<file path="src/rtl/node_interface.sv">
// node_interface
//   Network interface between one PE and the local port (port 0) of its mesh
//   router.
//   - Injection: PE packets are buffered in a TX FIFO. Each packet is presented
//     to the router for exactly one cycle, once the router's local-port enable
//     is nonzero.
//   - Ejection: router port-0 output is captured into an RX FIFO that the PE
//     drains with a ready/valid handshake. The router cannot be backpressured,
//     so a packet that arrives while the RX FIFO is full is dropped and counted.
//   - A flush FSM stops accepting PE packets and drains the TX FIFO. It is used
//     before the network is reconfigured.
//
// Handshakes:
//   PE -> TX : a packet transfers at a rising edge where i_pe_val & o_pe_rdy.
//              o_pe_rdy is a register, so it never depends on i_pe_val.
//   RX -> PE : a packet transfers at a rising edge where o_rx_val & i_rx_rdy.
//              o_rx_data is the FIFO head and is stable while o_rx_val is high.
//
// Ports:
//   clk, reset            clock; asynchronous active-high reset
//   i_pe_data/i_pe_val    packet from the PE
//   o_pe_rdy              TX FIFO accepts a packet (registered)
//   o_net_data/o_net_val  to router local i_data / i_data_val (registered)
//   i_net_en              router local-port o_en; nonzero means inject allowed
//   i_net_data/i_net_val  from router local o_data / o_data_val
//   o_rx_data/o_rx_val    RX FIFO head toward the PE
//   i_rx_rdy              PE consumes the RX head
//   i_flush               drain request (level, sampled only in RUN)
//   o_flush_done          one-cycle pulse when a drain completes
//   o_tx_cnt/o_rx_cnt/o_drop_cnt  saturating traffic counters
//   o_dbg_state           current FSM state (0 = RUN, 1 = FLUSH)
module node_interface #(
  parameter int PKT_W    = 64,
  parameter int TX_DEPTH = 4,
  parameter int RX_DEPTH = 2,
  parameter int CNT_W    = 16
) (
  input  logic             clk,
  input  logic             reset,
  input  logic [PKT_W-1:0] i_pe_data,
  input  logic             i_pe_val,
  output logic             o_pe_rdy,
  output logic [PKT_W-1:0] o_net_data,
  output logic             o_net_val,
  input  logic [3:0]       i_net_en,
  input  logic [PKT_W-1:0] i_net_data,
  input  logic             i_net_val,
  output logic [PKT_W-1:0] o_rx_data,
  output logic             o_rx_val,
  input  logic             i_rx_rdy,
  input  logic             i_flush,
  output logic             o_flush_done,
  output logic [CNT_W-1:0] o_tx_cnt,
  output logic [CNT_W-1:0] o_rx_cnt,
  output logic [CNT_W-1:0] o_drop_cnt,
  output logic             o_dbg_state
);

  localparam int TX_AW = $clog2(TX_DEPTH);
  localparam int RX_AW = $clog2(RX_DEPTH);
  localparam int TX_CW = TX_AW + 1;
  localparam int RX_CW = RX_AW + 1;

  typedef enum logic {ST_RUN = 1'b0, ST_FLUSH = 1'b1} state_t;

  // ---------------- registers ----------------
  state_t             r_state;
  logic               r_pe_rdy;
  logic               r_flush_done;
  logic [PKT_W-1:0]   r_tx_mem [TX_DEPTH];
  logic [TX_AW-1:0]   r_tx_wr;
  logic [TX_AW-1:0]   r_tx_rd;
  logic [TX_CW-1:0]   r_tx_count;
  logic [PKT_W-1:0]   r_net_data;
  logic               r_net_val;
  logic [PKT_W-1:0]   r_rx_mem [RX_DEPTH];
  logic [RX_AW-1:0]   r_rx_wr;
  logic [RX_AW-1:0]   r_rx_rd;
  logic [RX_CW-1:0]   r_rx_count;
  logic [CNT_W-1:0]   r_tx_cnt;
  logic [CNT_W-1:0]   r_rx_cnt;
  logic [CNT_W-1:0]   r_drop_cnt;

  // ---------------- next-state wires ----------------
  logic               w_tx_push;
  logic               w_tx_pop;
  logic [TX_CW-1:0]   w_tx_count_nxt;
  state_t             w_state_nxt;
  logic               w_flush_done_nxt;
  logic               w_rx_full;
  logic               w_rx_pop;
  logic               w_rx_wr;
  logic               w_rx_drop;

  assign w_tx_push = i_pe_val & r_pe_rdy;
  assign w_tx_pop  = (r_tx_count != '0) & (i_net_en != 4'b0000);

  assign w_rx_full = (r_rx_count == RX_CW'(RX_DEPTH));
  assign w_rx_pop  = (r_rx_count != '0) & i_rx_rdy;
  // A full RX FIFO still takes the packet when the PE frees a slot at the same edge.
  assign w_rx_wr   = i_net_val & (~w_rx_full | w_rx_pop);
  assign w_rx_drop = i_net_val & ~w_rx_wr;

  always_comb begin
    w_tx_count_nxt = r_tx_count;
    if (w_tx_push && !w_tx_pop) begin
      w_tx_count_nxt = r_tx_count + TX_CW'(1);
    end else if (w_tx_pop && !w_tx_push) begin
      w_tx_count_nxt = r_tx_count - TX_CW'(1);
    end
  end

  // An empty TX FIFO cannot pop, so "empty" alone means the drain is finished.
  always_comb begin
    w_state_nxt      = r_state;
    w_flush_done_nxt = 1'b0;
    case (r_state)
      ST_RUN: begin
        if (i_flush) w_state_nxt = ST_FLUSH;
      end
      ST_FLUSH: begin
        if (r_tx_count == '0) begin
          w_state_nxt      = ST_RUN;
          w_flush_done_nxt = 1'b1;
        end
      end
      default: w_state_nxt = ST_RUN;
    endcase
  end

  // ---------------- flush FSM and its registered outputs ----------------
  // o_pe_rdy is loaded with the value that RUN & (count < depth) takes after
  // this edge. It therefore mirrors the registered state and is low in reset.
  always_ff @(posedge clk or posedge reset) begin
    if (reset) begin
      r_state      <= ST_RUN;
      r_flush_done <= 1'b0;
      r_pe_rdy     <= 1'b0;
    end else begin
      r_state      <= w_state_nxt;
      r_flush_done <= w_flush_done_nxt;
      r_pe_rdy     <= (w_state_nxt == ST_RUN) && (w_tx_count_nxt < TX_CW'(TX_DEPTH));
    end
  end

  // ---------------- TX FIFO and injection register ----------------
  always_ff @(posedge clk or posedge reset) begin
    if (reset) begin
      for (int i = 0; i < TX_DEPTH; i++) r_tx_mem[i] <= '0;
      r_tx_wr    <= '0;
      r_tx_rd    <= '0;
      r_tx_count <= '0;
      r_net_data <= '0;
      r_net_val  <= 1'b0;
      r_tx_cnt   <= '0;
    end else begin
      if (w_tx_push) begin
        r_tx_mem[r_tx_wr] <= i_pe_data;
        r_tx_wr           <= r_tx_wr + 1'b1;
      end
      if (w_tx_pop) begin
        r_net_data <= r_tx_mem[r_tx_rd];
        r_tx_rd    <= r_tx_rd + 1'b1;
        if (r_tx_cnt != '1) r_tx_cnt <= r_tx_cnt + 1'b1;
      end
      r_net_val  <= w_tx_pop;
      r_tx_count <= w_tx_count_nxt;
    end
  end

  // ---------------- RX FIFO ----------------
  always_ff @(posedge clk or posedge reset) begin
    if (reset) begin
      for (int i = 0; i < RX_DEPTH; i++) r_rx_mem[i] <= '0;
      r_rx_wr    <= '0;
      r_rx_rd    <= '0;
      r_rx_count <= '0;
      r_rx_cnt   <= '0;
      r_drop_cnt <= '0;
    end else begin
      if (w_rx_wr) begin
        r_rx_mem[r_rx_wr] <= i_net_data;
        r_rx_wr           <= r_rx_wr + 1'b1;
        if (r_rx_cnt != '1) r_rx_cnt <= r_rx_cnt + 1'b1;
      end
      if (w_rx_drop && (r_drop_cnt != '1)) r_drop_cnt <= r_drop_cnt + 1'b1;
      if (w_rx_pop) r_rx_rd <= r_rx_rd + 1'b1;
      if (w_rx_wr && !w_rx_pop) begin
        r_rx_count <= r_rx_count + RX_CW'(1);
      end else if (w_rx_pop && !w_rx_wr) begin
        r_rx_count <= r_rx_count - RX_CW'(1);
      end
    end
  end

  // ---------------- outputs ----------------
  assign o_pe_rdy     = r_pe_rdy;
  assign o_net_data   = r_net_data;
  assign o_net_val    = r_net_val;
  assign o_rx_data    = r_rx_mem[r_rx_rd];
  assign o_rx_val     = (r_rx_count != '0);
  assign o_flush_done = r_flush_done;
  assign o_tx_cnt     = r_tx_cnt;
  assign o_rx_cnt     = r_rx_cnt;
  assign o_drop_cnt   = r_drop_cnt;
  assign o_dbg_state  = r_state;

endmodule

</file>
<file path="config.mk">
export PLATFORM = sky130hd
export DESIGN_NAME = node_interface
export DESIGN_NICKNAME = d
export VERILOG_FILES = /design/src/rtl/node_interface.sv
export SDC_FILE = /design/constraint.sdc
export NUM_CORES = 1
export LEC_CHECK = 0
export ABC_CLOCK_PERIOD_IN_PS = 47900
export CORE_UTILIZATION = 45
export CTS_CLUSTER_DIAMETER = 100
export CTS_CLUSTER_SIZE = 8
export DETAILED_ROUTE_END_ITERATION = 12
export PLACE_DENSITY = 0.77
export SLEW_MARGIN = 20
export SYNTH_ARGS = -nofsm -noshare
export SYNTH_HDL_FRONTEND = slang
export SYNTH_SLANG_ARGS = --single-unit
</file>
<file path="constraint.sdc">
create_clock -name clk -period 47.9 [get_ports clk]
set_input_delay 4.79 -clock clk [delete_from_list [all_inputs] [get_ports clk]]
set_output_delay 4.79 -clock clk [all_outputs]
set_load 0.01 [all_outputs]
</file>
==> run_1/sizes.png <==
Scale bar: 50 um.
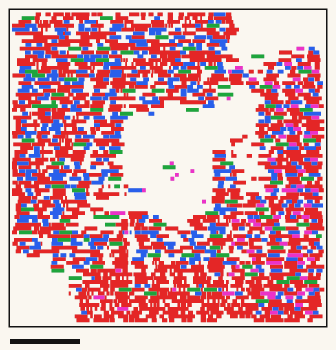
Key: blue = _2 cells [cells 456]; magenta = _3 and _4 cells [cells 79]; green = _6 and larger [cells 84]; red = _0 and _1 cells [cells 1244]

==> run_1/placement.png <==
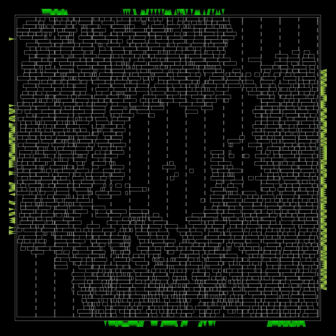
registers: 511
number of placement rows: 81
utilization after layout: 57.2%
share of cell area taken by flip-flops and latches: 45.7%

==> notes.md, run 1 <==
### Clock network
* 0 — PostCTS Resize Cnt
* sky130_fd_sc_hd__clkbuf_16 — cell at the root of the clock tree
* 3 — Clock Tree Buf Depth
* 0.05 ns — clock slew at reported path FFs
* 511 — Sinks on Clock Net
* 73 — number of clock buffers inserted by TritonCTS
* done — TritonCTS clock tree
* 0.60 ns — insertion delay to the later sink of the worst-skew pair
* 0 — Post-CTS Hold Buffers
* 0 — buffers inserted by post-CTS timing repair

### Critical path
* 0.70 ns — slowest cell delay on critical path
* 64 — maximum fanout count along the critical path
* primary output — endpoint type of the worst setup path
* buf_4 -> mux2_2 -> clkdlybuf4s50_1 — worst-path cell chain
* register to primary output — Critical Setup Path Class
* 2.68 ns — arrival time of data at the critical path endpoint
* sky130_fd_sc_hd__buf_4 — Crit-path slowest cell
* register — crit path launch type
* 43.11 ns — crit path DRT

### Synth
* 14.7 um^2 — Syn Area/Cell
* 0.0223 mm^2 — post-synthesis cell area
* 100% — post-synthesis async set-or-reset flop share
* 1519 — number of cell instances after yosys synthesis
* 1670 — net count entering floorplan
* sky130_fd_sc_hd__dfrtp_1 — primary flip-flop cell chosen by synthesis mapping
* 2.00% — xor and xnor area share after synthesis
* 511 — number of synthesized register bits
* 0.729% — fraction of the mapped netlist area in adder cells
* 57.3% — share of the yosys chip area belonging to registers
* 6.74% — area fraction in and, or, nand and nor cells
* multiplexers — main logic family after synthesis
* 0 — flip-flops with a built-in enable
* 0.0223 mm^2 — summed standard-cell area reported by yosys
* 49 — distinct cell type count of the synthesized netlist
* 30.3% — area fraction in mux cells
* 1519 — number of instances in the synthesized netlist
* 0.443% — Compound-Gate Fraction of Synth Area
* 0 — Yosys warnings

### Routing
* 650 — initial DRC count
* 5.36 — routed via count divided by cell count
* 4 — router iterations before antenna repair
* 20.2 um — final routed wire length divided by cell count
* 0 — # DRC
* 13.6k — vias post-DR
* 0 — antenna violation net count after detailed routing
* 51.2 mm — wire length after detailed routing

### Timing
* 0 — Max Transition Viols Final
* 0 ns — setup TNS
* 7.47 ns — Period minus WS final
* 27.7% — worst max-slew margin expressed relative to the limit
* 40.43 ns — worst setup margin
* 0 — Final Hold Viols
* 0.464 ns — final hold slack
* 15.6% — portion of the clock cycle consumed by the worst path in the final layout
* 0 — Final Setup Violations
* 134 MHz — max frequency
* 0.0153 ns — setup clock skew after layout
* no — unrepaired setup endpoints after global routing
* 1.09 ns — Worst Tran Pin Value

### Placed design
* 0.846 — global placement routability congestion
* 318 — total of buffers placed on input and output ports
* 0.0260 mm^2 — cell area reported after detailed placement
* 31.1 mm — placed wire-length estimate after detailed placement
* 39.77 ns — setup slack at placement

### Layout
* 33.2% — share of layout cells above drive strength 1
* sky130_fd_sc_hd__dfrtp_1 — most common cell after layout, fill and taps aside
* 2005 — Final nets
* 508 x sky130_fd_sc_hd__dfrtp_1, 379 x sky130_fd_sc_hd__mux2_2, 318 x sky130_fd_sc_hd__clkdlybuf4s50_1 — leading cell types in the layout, fill and taps excluded
* 0.0280 mm^2 — final non-filler cell area
* 25.3% — Area growth, synth to finish

### GRT
* 14.7k — number of global-route vias before repair
* 7 — initial antenna violation count
* 0 — grt total ovfl
* 20.7% — overall fraction of global-route tracks in use
* 81.4 mm — wire length of the first global-routing pass

### Power
* 12.6 nW — leakage component of the power
* 1.91 mW — overall power
* 68.4 mW/mm^2 — cell area power density
* 0.0425 mV — peak supply drop

### Die
* 0.0505 mm^2 — Chip Area
* 225 um — die height
* 225 um — die boundary width
* 45.6% — Core Util at FP
* 319 — count of pins on the block boundary
* 0.0490 mm^2 — area of the core

### Flow run
* 0 — reported max-cap violation count
* 35 — tool warnings

### Worst hold path
* register to register — type of the worst min-delay path

### Outcome
* finished clean — result of the run

==> run_1/layer_met3.png <==
Scale bar: 50 um.
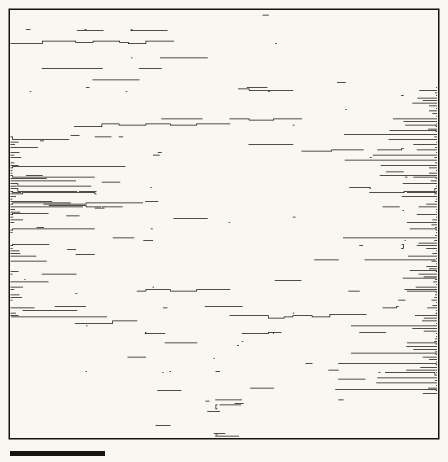
The longest straight run is 59.1 um. The layer carries 3170 um of wire. 203 nets have wire on it. The wires run mostly horizontal.

==> run_1/layer_met4.png <==
Supply wires on this layer in grey. Cells faint in the background.
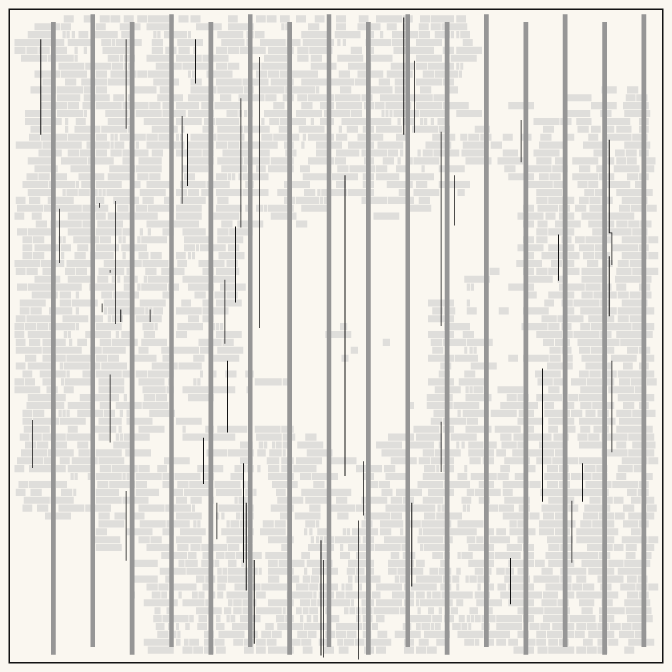
23 nets have wire on it. The longest straight run is 103 um. The layer carries 1250 um of wire. The wires run mostly vertical. The layer holds 2.4% of the routed length.

run 1: flip-flops by register name, summed over array words and instances, names as in the netlist:
| name | flops |
|---|---|
| o_drop_cnt | 16 |
| o_net_data | 64 |
| o_net_val | 1 |
| o_pe_rdy | 1 |
| o_tx_cnt | 16 |
| r_tx_wr | 2 |
| r_rx_wr | 1 |
| o_rx_cnt | 16 |
| r_tx_mem | 256 |
| r_rx_count | 2 |
| o_dbg_state | 1 |
| r_tx_rd | 2 |
| r_rx_rd | 1 |
| r_rx_mem | 128 |
| r_tx_count | 3 |
| o_flush_done | 1 |
run 1: final timing paths:
path	end	startpoint	slack, ns	cells after the start
setup reg to reg	r_tx_rd[1]$_DFFE_PP0P_	r_tx_count[0]$_DFFE_PP0P_	45.02	8
hold reg to reg	r_rx_rd$_DFFE_PP0P_	r_rx_rd$_DFFE_PP0P_	0.46	1
hold / removal	r_rx_rd$_DFFE_PP0P_	r_rx_rd$_DFFE_PP0P_	0.46	1
min in group asynchronous	r_rx_mem[97]$_DFFE_PP0P_	reset	4.80	2
setup / recovery	o_rx_data[7]	r_rx_rd$_DFFE_PP0P_	40.43	3
max in group asynchronous	r_tx_mem[220]$_DFFE_PP0P_	reset	40.80	4
run 1: cells in the mapped netlist (all sizes together), types with 2 or more instances:
cell	instances	area share (%)
dfrtp	511	57
mux2	453	24
nand2	225	3.8
mux4	64	6.5
buf	60	2.0
xor2	39	1.5
nor2	17	0.37
nor3	17	0.38
inv	16	0.27
clkbuf	13	0.22
ha	13	0.73
nand3	13	0.29
nand4	13	0.43
xnor2	12	0.47
nor4	10	0.35
a211oi	7	0.24
and3	5	0.14
and4	4	0.16
nor3b	4	0.13
nor4b	4	0.25
a21oi	3	0.067
o21ai	3	0.067
nand2b	2	0.056
nand4b	2	0.078
run 1: power by group:
group,total [mW],switching (mW),internal [mW]
clock network,0.459,0.183,0.276
logic,0.715,0.287,0.429
registers,0.741,0.115,0.626
run 1: critical path: cells and delay by family, from the launching register on:
family | cells | cell delay (ns)
mux | 1 | 0.42
flops | 1 | 0.36
buf+inv | 2 | 1.23
run 1: final cells by class:
class,count,area (um^2)
Fill cell,3856,21000
Antenna cell,2,5.00
Multi-Input combinational cell,919,8990
Timing Repair Buffer,333,3300
Sequential cell,511,12800
Clock buffer,78,1870
Clock inverter,6,119
Tap cell,664,831
Inverter,16,67.6
run 1: stage by stage:
stage | cells | util, %
floorplan | 1519 | -
global placement | 2443 | 53.1
finish | 2529 | 57.2
CTS | 2527 | 57.1
detailed placement | 2443 | 53.1
global route | 2528 | 57.2
run 1: metal layers:
layer  global-route usage, %  vias up  share of wire, %
li1                        -     6045                 -
met4                    6.80       12               2.4
met3                    6.17      105               6.2
met1                    26.7     7085                44
met5                       0        -              0.15
met2                    33.3      317                47
run 1: logic make-up (layout without fill, tap and decap cells):
group	after synthesis	in the layout
buffers and inverters	89	433
other	0	2
adders and majority gates	13	13
xor gates and xnor gates	51	51
AOI/OAI and AO/OA	15	15
muxes	517	517
and+or+nand+nor	323	323
DFF	511	511
==> run_1/wires.png <==
Scale bar: 50 um.
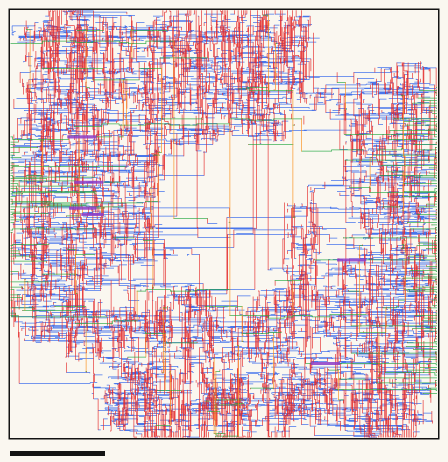

==> run 1 -> run 2 <==
--- a/config.mk
+++ b/config.mk
@@ -5,7 +5,7 @@
 export SDC_FILE = /design/constraint.sdc
 export NUM_CORES = 1
 export LEC_CHECK = 0
-export ABC_CLOCK_PERIOD_IN_PS = 47900
+export ABC_CLOCK_PERIOD_IN_PS = 7700
 export CORE_UTILIZATION = 45
 export CTS_CLUSTER_DIAMETER = 100
 export CTS_CLUSTER_SIZE = 8
==> constraint.sdc (replaced) <==
create_clock -name clk -period 7.7 [get_ports clk]
set_input_delay 0.77 -clock clk [delete_from_list [all_inputs] [get_ports clk]]
set_output_delay 0.77 -clock clk [all_outputs]
set_load 0.01 [all_outputs]
==> run_2/wires.png <==
Scale bar: 50 um.
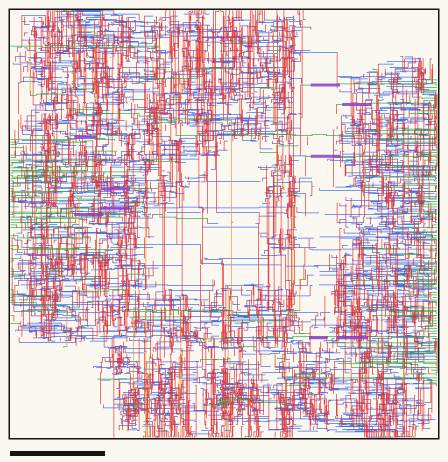
Key: purple = metal 5 [wire length 116 um]; blue = metal 1 [wire length 21.3 mm]; orange = metal 4 [wire length 1110 um]; red = metal 2 [wire length 24.7 mm]; green = metal 3 [wire length 3640 um]

==> run_2/placement.png <==
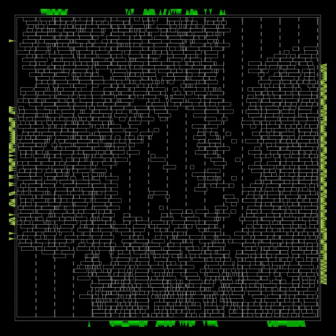
share of cell area taken by flip-flops and latches: 45.7%
utilization after layout: 57.2%
filler cell count: 3850
tap cell count: 664

==> run 2 against run 1 <==
  * Non-clock buffer count decreased by 1
  * Sequential power grew to 6.2 times the previous value
  * Wire length fell by 0.71%
  * Synthesized cell count unchanged
  * Critical path depth is the same
  * Via count down 0.52%
==> notes.md, run 2 <==
### Outcome
* finished clean — result of the run

### Routing
* 3.64 mm — wire length on met3
* 13.5k — vias post-DR
* 24.7 mm — routed length on met2
* 20.1 um — final routed wire length divided by cell count
* 4 — router iterations before antenna repair
* 21.3 mm — wire length on met1
* 5.34 — routed via count divided by cell count
* 50.8 mm — wire length after detailed routing

### Synth
* 1519 — number of cell instances after yosys synthesis
* sky130_fd_sc_hd__dfrtp_1 — cell type with the highest aggregate area in the netlist
* 511 — number of synthesized register bits
* 0 — Yosys warnings
* 57.3% — share of the yosys chip area belonging to registers
* 57.3% — area fraction of the dominant cell type after synthesis
* sky130_fd_sc_hd__dfrtp_1 57%, sky130_fd_sc_hd__mux2_2 19%, sky130_fd_sc_hd__mux4_2 6.5%, sky130_fd_sc_hd__mux2_4 4.0%, sky130_fd_sc_hd__nand2_1 3.7% — largest cells by area after synthesis

### GRT
* 11 — initial antenna violation count

### Timing
* 0.0134 ns — setup clock skew after layout
* no — unrepaired setup endpoints after global routing
* 3.45 ns — Period minus WS final
* 0 ns — setup TNS
* 0 — Final Setup Violations
* 44.9% — portion of the clock cycle consumed by the worst path in the final layout
* 0.469 ns — final hold slack

### Clock network
* 511 — Sinks on Clock Net
* 0 — Post-CTS Hold Buffers
* 0.59 ns — insertion delay to the later sink of the worst-skew pair

### Critical path
* 63 — maximum fanout count along the critical path
* primary output — endpoint type of the worst setup path
* 6.93 ns — crit path DRT
* 4.94 ns — register-to-register setup slack

### Layout
* 256 — max reg flops
* 0.00901 mm^2 — multi-input logic area
* 0.0128 mm^2 — total area of sequential cells
* r_tx_mem — register ranked first by flip-flop count

### Die
* 0.0490 mm^2 — area of the core

### Flow run
* 0 — reported max-cap violation count

==> run_2/layer_met4.png <==
Supply wires on this layer in grey. Cells faint in the background.
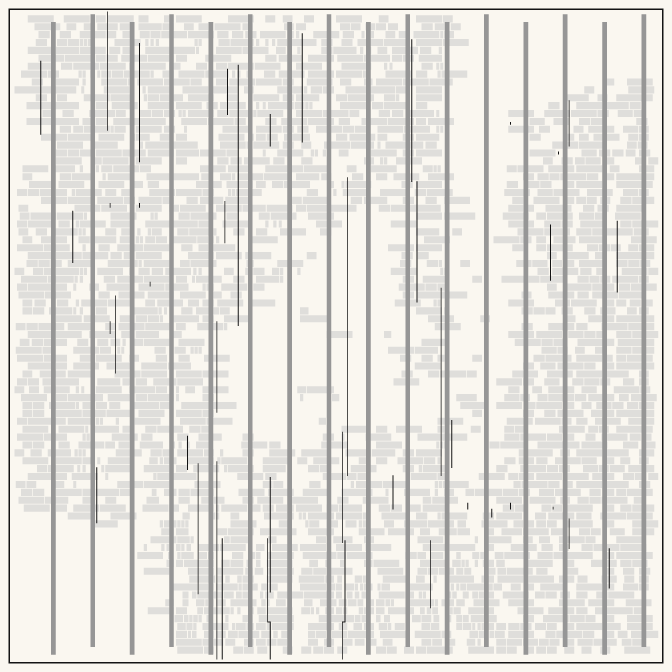
The longest straight run is 103 um. The layer holds 2.2% of the routed length. 24 nets have wire on it. The layer carries 1110 um of wire.

-- run 2: cell type report --
cell class / instances / share of cell area, %
diodes: 2 / 0.0179
clock buffers: 78 / 6.67
clock inverters: 5 / 0.286
inverters: 16 / 0.228
multi-input cells: 919 / 32.2
flip-flops and latches: 511 / 45.7
well taps: 664 / 2.97
repair buffers: 332 / 11.9
-- run 2: routing by layer --
layer,up-vias,track usage (%)
li1,6055,-
met1,6985,25.6
met4,18,6.32
met5,-,0
met3,97,6.78
met2,339,33.9
-- run 2: report_power, final --
group	switching (mW)	internal, mW	total (mW)	leakage, nW
Clock	1.11	1.70	2.81	0.951
Sequential	0.720	3.89	4.61	6.36
Combinational	1.76	2.67	4.42	5.36
Total	3.59	8.26	11.9	12.7
-- run 2: critical path, stage by stage, from the launching register on --
cell                              delay, ns
sky130_fd_sc_hd__dfrtp_2               0.38
sky130_fd_sc_hd__buf_4                 0.69
sky130_fd_sc_hd__mux2_2                0.45
sky130_fd_sc_hd__clkdlybuf4s50_1       0.52
-- run 2: final timing paths --
kind	start	endpoint	cells past startpoint
worst max register to register	r_tx_count[0]$_DFFE_PP0P_	r_tx_rd[1]$_DFFE_PP0P_	8
min in group asynchronous	reset	o_tx_cnt[11]$_DFFE_PP0P_	2
worst max-delay path	r_rx_rd$_DFFE_PP0P_	o_rx_data[61]	3
max in group asynchronous	reset	r_rx_mem[24]$_DFFE_PP0P_	4
worst min-delay path	o_net_data[35]$_DFFE_PP0P_	o_net_data[35]$_DFFE_PP0P_	2
worst min register to register	o_net_data[35]$_DFFE_PP0P_	o_net_data[35]$_DFFE_PP0P_	2
-- run 2: cell families after synthesis --
| group | after synthesis | synth area share [%] |
|---|---|---|
| muxes | 517 | 30.3 |
| adders and majority gates | 13 | 0.729 |
| and+or+nand+nor | 323 | 6.74 |
| AOI/OAI and AO/OA | 15 | 0.443 |
| xor gates and xnor gates | 51 | 2.00 |
| buffers and inverters | 89 | 2.49 |
| DFF | 511 | 57.3 |
-- run 2: through the flow --
stage | instances | util (%)
2_1_floorplan | 1519 | -
3_3_place_gp | 2441 | 53.2
3_5_place_dp | 2441 | 53.2
4_1_cts | 2524 | 57.1
5_1_grt | 2526 | 57.2
6_report | 2527 | 57.2
==> run_2/layer_met3.png <==
Scale bar: 50 um.
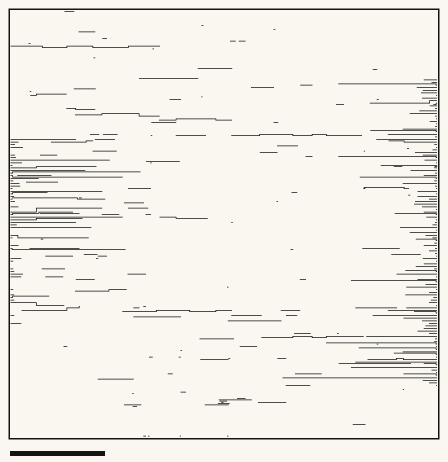

==> run 2 -> run 3 <==
--- a/config.mk
+++ b/config.mk
@@ -5,7 +5,7 @@
 export SDC_FILE = /design/constraint.sdc
 export NUM_CORES = 1
 export LEC_CHECK = 0
-export ABC_CLOCK_PERIOD_IN_PS = 7700
+export ABC_CLOCK_PERIOD_IN_PS = 3500
 export CORE_UTILIZATION = 45
 export CTS_CLUSTER_DIAMETER = 100
 export CTS_CLUSTER_SIZE = 8
==> constraint.sdc (replaced) <==
create_clock -name clk -period 3.5 [get_ports clk]
set_input_delay 0.35 -clock clk [delete_from_list [all_inputs] [get_ports clk]]
set_output_delay 0.35 -clock clk [all_outputs]
set_load 0.01 [all_outputs]
==> run_3/layer_met3.png <==
Scale bar: 50 um.
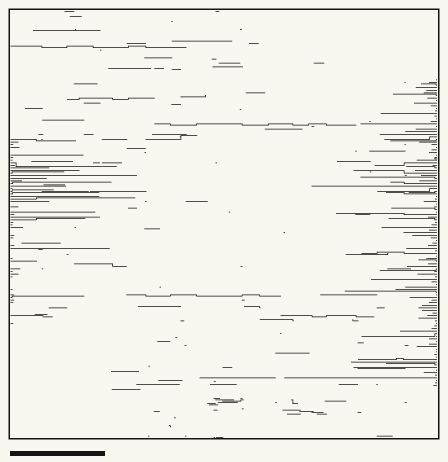
215 nets have wire on it. The layer holds 7.3% of the routed length.

==> run_3/wires.png <==
Scale bar: 50 um.
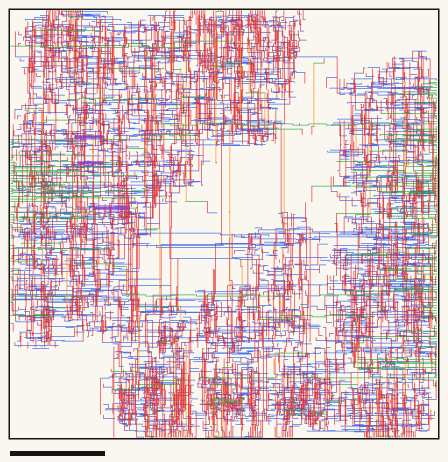
Key: green = metal 3 [wire length 3780 um]; orange = metal 4 [wire length 1300 um]; red = metal 2 [wire length 25.0 mm]; blue = metal 1 [wire length 21.5 mm]; purple = metal 5 [wire length 43.2 um]

==> run 3 against run 2 <==
  * Combinational power increased by 120%
  * Sequential share of layout area is 0.41 points lower
  * Final area increased by 0.91%
  * Setup slack worse by 3.6 ns
  * Synthesized cell count is the same
  * Count of clock-buffer cells in the layout shrank 1
  * Final cell count increased by 0.59%
==> notes.md, run 3 <==
### Critical path
* register to primary output — Critical Setup Path Class
* 1.11 ns — register-to-register setup slack
* 54 — maximum fanout count along the critical path
* 2.49 ns — arrival time of data at the critical path endpoint
* 6 — FF-to-FF path depth

### Timing
* 2.84 ns — Period minus WS final
* 0.0253 ns — setup clock skew after layout
* no — unrepaired setup endpoints after global routing
* 0.661 ns — worst setup margin
* 81.1% — portion of the clock cycle consumed by the worst path in the final layout
* 0 — Final Setup Violations
* 352 MHz — max frequency

### Clock network
* 73 — number of clock buffers inserted by TritonCTS
* 0 — Post-CTS Hold Buffers
* 0.62 ns — insertion delay to the later sink of the worst-skew pair
* sky130_fd_sc_hd__clkbuf_16 — cell at the root of the clock tree
* 0 — buffers inserted by post-CTS timing repair

### Synth
* sky130_fd_sc_hd__dfrtp_1 — primary flip-flop cell chosen by synthesis mapping
* sky130_fd_sc_hd__dfrtp_1 — cell with the most instances after synthesis
* 14.7 um^2 — Syn Area/Cell
* 1519 — number of cell instances after yosys synthesis
* 57.3% — area fraction of the dominant cell type after synthesis
* sky130_fd_sc_hd__dfrtp_1 — cell type with the highest aggregate area in the netlist
* 49 — distinct cell type count of the synthesized netlist
* 100% — post-synthesis async set-or-reset flop share
* 0.0223 mm^2 — summed standard-cell area reported by yosys
* 0 — flip-flops with a built-in enable
* 511 — number of synthesized register bits
* sky130_fd_sc_hd__dfrtp_1 57%, sky130_fd_sc_hd__mux2_2 19%, sky130_fd_sc_hd__mux4_2 6.5%, sky130_fd_sc_hd__mux2_4 4.0%, sky130_fd_sc_hd__nand2_1 3.7% — largest cells by area after synthesis
* 1670 — net count entering floorplan
* 511 x sky130_fd_sc_hd__dfrtp_1, 379 x sky130_fd_sc_hd__mux2_2, 222 x sky130_fd_sc_hd__nand2_1, 64 x sky130_fd_sc_hd__mux4_2, 60 x sky130_fd_sc_hd__mux2_4 — cell types with the highest counts after synthesis

### Layout
* 256 — max reg flops
* r_tx_mem — register ranked first by flip-flop count
* 2019 — Final nets
* 33.7% — share of layout cells above drive strength 1
* sky130_fd_sc_hd__dfrtp_1 — most common cell after layout, fill and taps aside
* 26.6% — Area growth, synth to finish

### GRT
* 0 — grt total ovfl
* 82.9 mm — wire length of the first global-routing pass
* 14.9k — number of global-route vias before repair
* 21.0% — overall fraction of global-route tracks in use
* 5 — initial antenna violation count

### Routing
* 51.6 mm — wire length after detailed routing
* 20.3 um — final routed wire length divided by cell count
* 5 — router iterations before antenna repair
* 0 — # DRC

### Power
* 23.9% — part of the total power dissipated in the clock network
* 0.513 mV — peak supply drop
* 8.04 mW — net switching power
* 30.5% — net switching fraction of the power
* 37.6% — fraction of power consumed by combinational cells
* 38.5% — sequential share of power
* 932 mW/mm^2 — cell area power density
* 18.3 mW — cell internal pwr

### Die
* 45.6% — Core Util at FP
* 225 um — die height
* 0.0505 mm^2 — Chip Area
* 319 — count of pins on the block boundary

### Flow run
* 0 — reported max-cap violation count
* 33 — tool warnings

### Outcome
* finished clean — result of the run

### Placed design
* 31.6 mm — placed wire-length estimate after detailed placement
* 0.833 — global placement routability congestion
* 318 — total of buffers placed on input and output ports

==> run_3/sizes.png <==
Scale bar: 50 um.
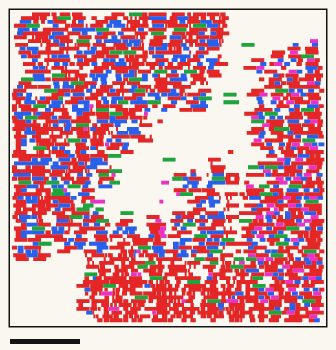
Key: red = _0 and _1 cells [cells 1243]; magenta = _3 and _4 cells [cells 87]; blue = _2 cells [cells 452]; green = _6 and larger [cells 94]

[run 3: cell type report]
type,instances,area (um^2),share of cell area [%]
Multi-Input combinational cell,919,9010,31.9
Inverter,16,63.8,0.226
Sequential cell,511,12800,45.3
Antenna cell,2,5.00,0.0177
Clock inverter,6,121,0.430
Timing Repair Buffer,347,3560,12.6
Clock buffer,77,1860,6.59
Tap cell,664,831,2.94
[run 3: per-layer routing]
metal / vias up / global-route usage [%] / routed length [um]
met1: 7120 / 26.1 / 21500
met5: - / 0 / 43
met4: 6 / 6.52 / 1300
met3: 107 / 7.05 / 3780
met2: 351 / 34.6 / 25000
li1: 6062 / - / -
[run 3: worst max path at each step]
stage,startpoint,to,slack [ns],cells past startpoint
finish,r_rx_rd$_DFFE_PP0P_,o_rx_data[30],0.66,3
global placement,i_rx_rdy,r_rx_mem[16]$_DFFE_PP0P_,0.81,7
CTS,r_rx_rd$_DFFE_PP0P_,o_rx_data[30],0.61,3
detailed placement,i_rx_rdy,r_rx_mem[17]$_DFFE_PP0P_,0.77,7
global route,r_rx_rd$_DFFE_PP0P_,o_rx_data[30],0.57,3
floorplan,reset,o_dbg_state$_DFF_PP0_,-3.79,1
[run 3: metrics by stage]
step	total power [mW]	instance area, um^2	std cells	setup TNS, ns	hold WS [ns]
6_report	26.3	28300	2542	0	0.222
5_1_grt	27.9	28300	2540	0	0.242
4_1_cts	26.7	28300	2540	0	0.205
3_5_place_dp	20.1	26300	2457	0	0.462
3_3_place_gp	19.7	26300	2457	0	0.459
2_1_floorplan	16.3	22300	1519	-1935.84	0.449
[run 3: kinds of logic (layout without fill, tap and decap cells)]
group           after synthesis  after routing  share of synthesized area, %
other cells                   0              2                             0
mux                         517            517                          30.3
buf+inv                      89            446                          2.49
fa+ha+maj                    13             13                         0.729
compound gates               15             15                         0.443
simple gates                323            323                          6.74
xor+xnor                     51             51                          2.00
flops                       511            511                          57.3
[run 3: worst max-delay path, stage by stage, from the launching register on]
cell                              delay (ns)
sky130_fd_sc_hd__dfrtp_2                0.56
sky130_fd_sc_hd__buf_12                 0.32
sky130_fd_sc_hd__mux2_2                 0.42
sky130_fd_sc_hd__clkdlybuf4s50_1        0.51
[run 3: power groups by stage]
stage | Combinational, mW | Clock, mW | Sequential (mW)
3_3_place_gp | 9.74 | 0 | 9.98
6_report | 9.91 | 6.29 | 10.1
5_1_grt | 10.7 | 6.70 | 10.4
3_5_place_dp | 9.97 | 0 | 10.2
2_1_floorplan | 6.51 | 0 | 9.84
4_1_cts | 10.1 | 6.47 | 10.1
Power figures rest on the tool's default switching activity, not on a simulated workload.
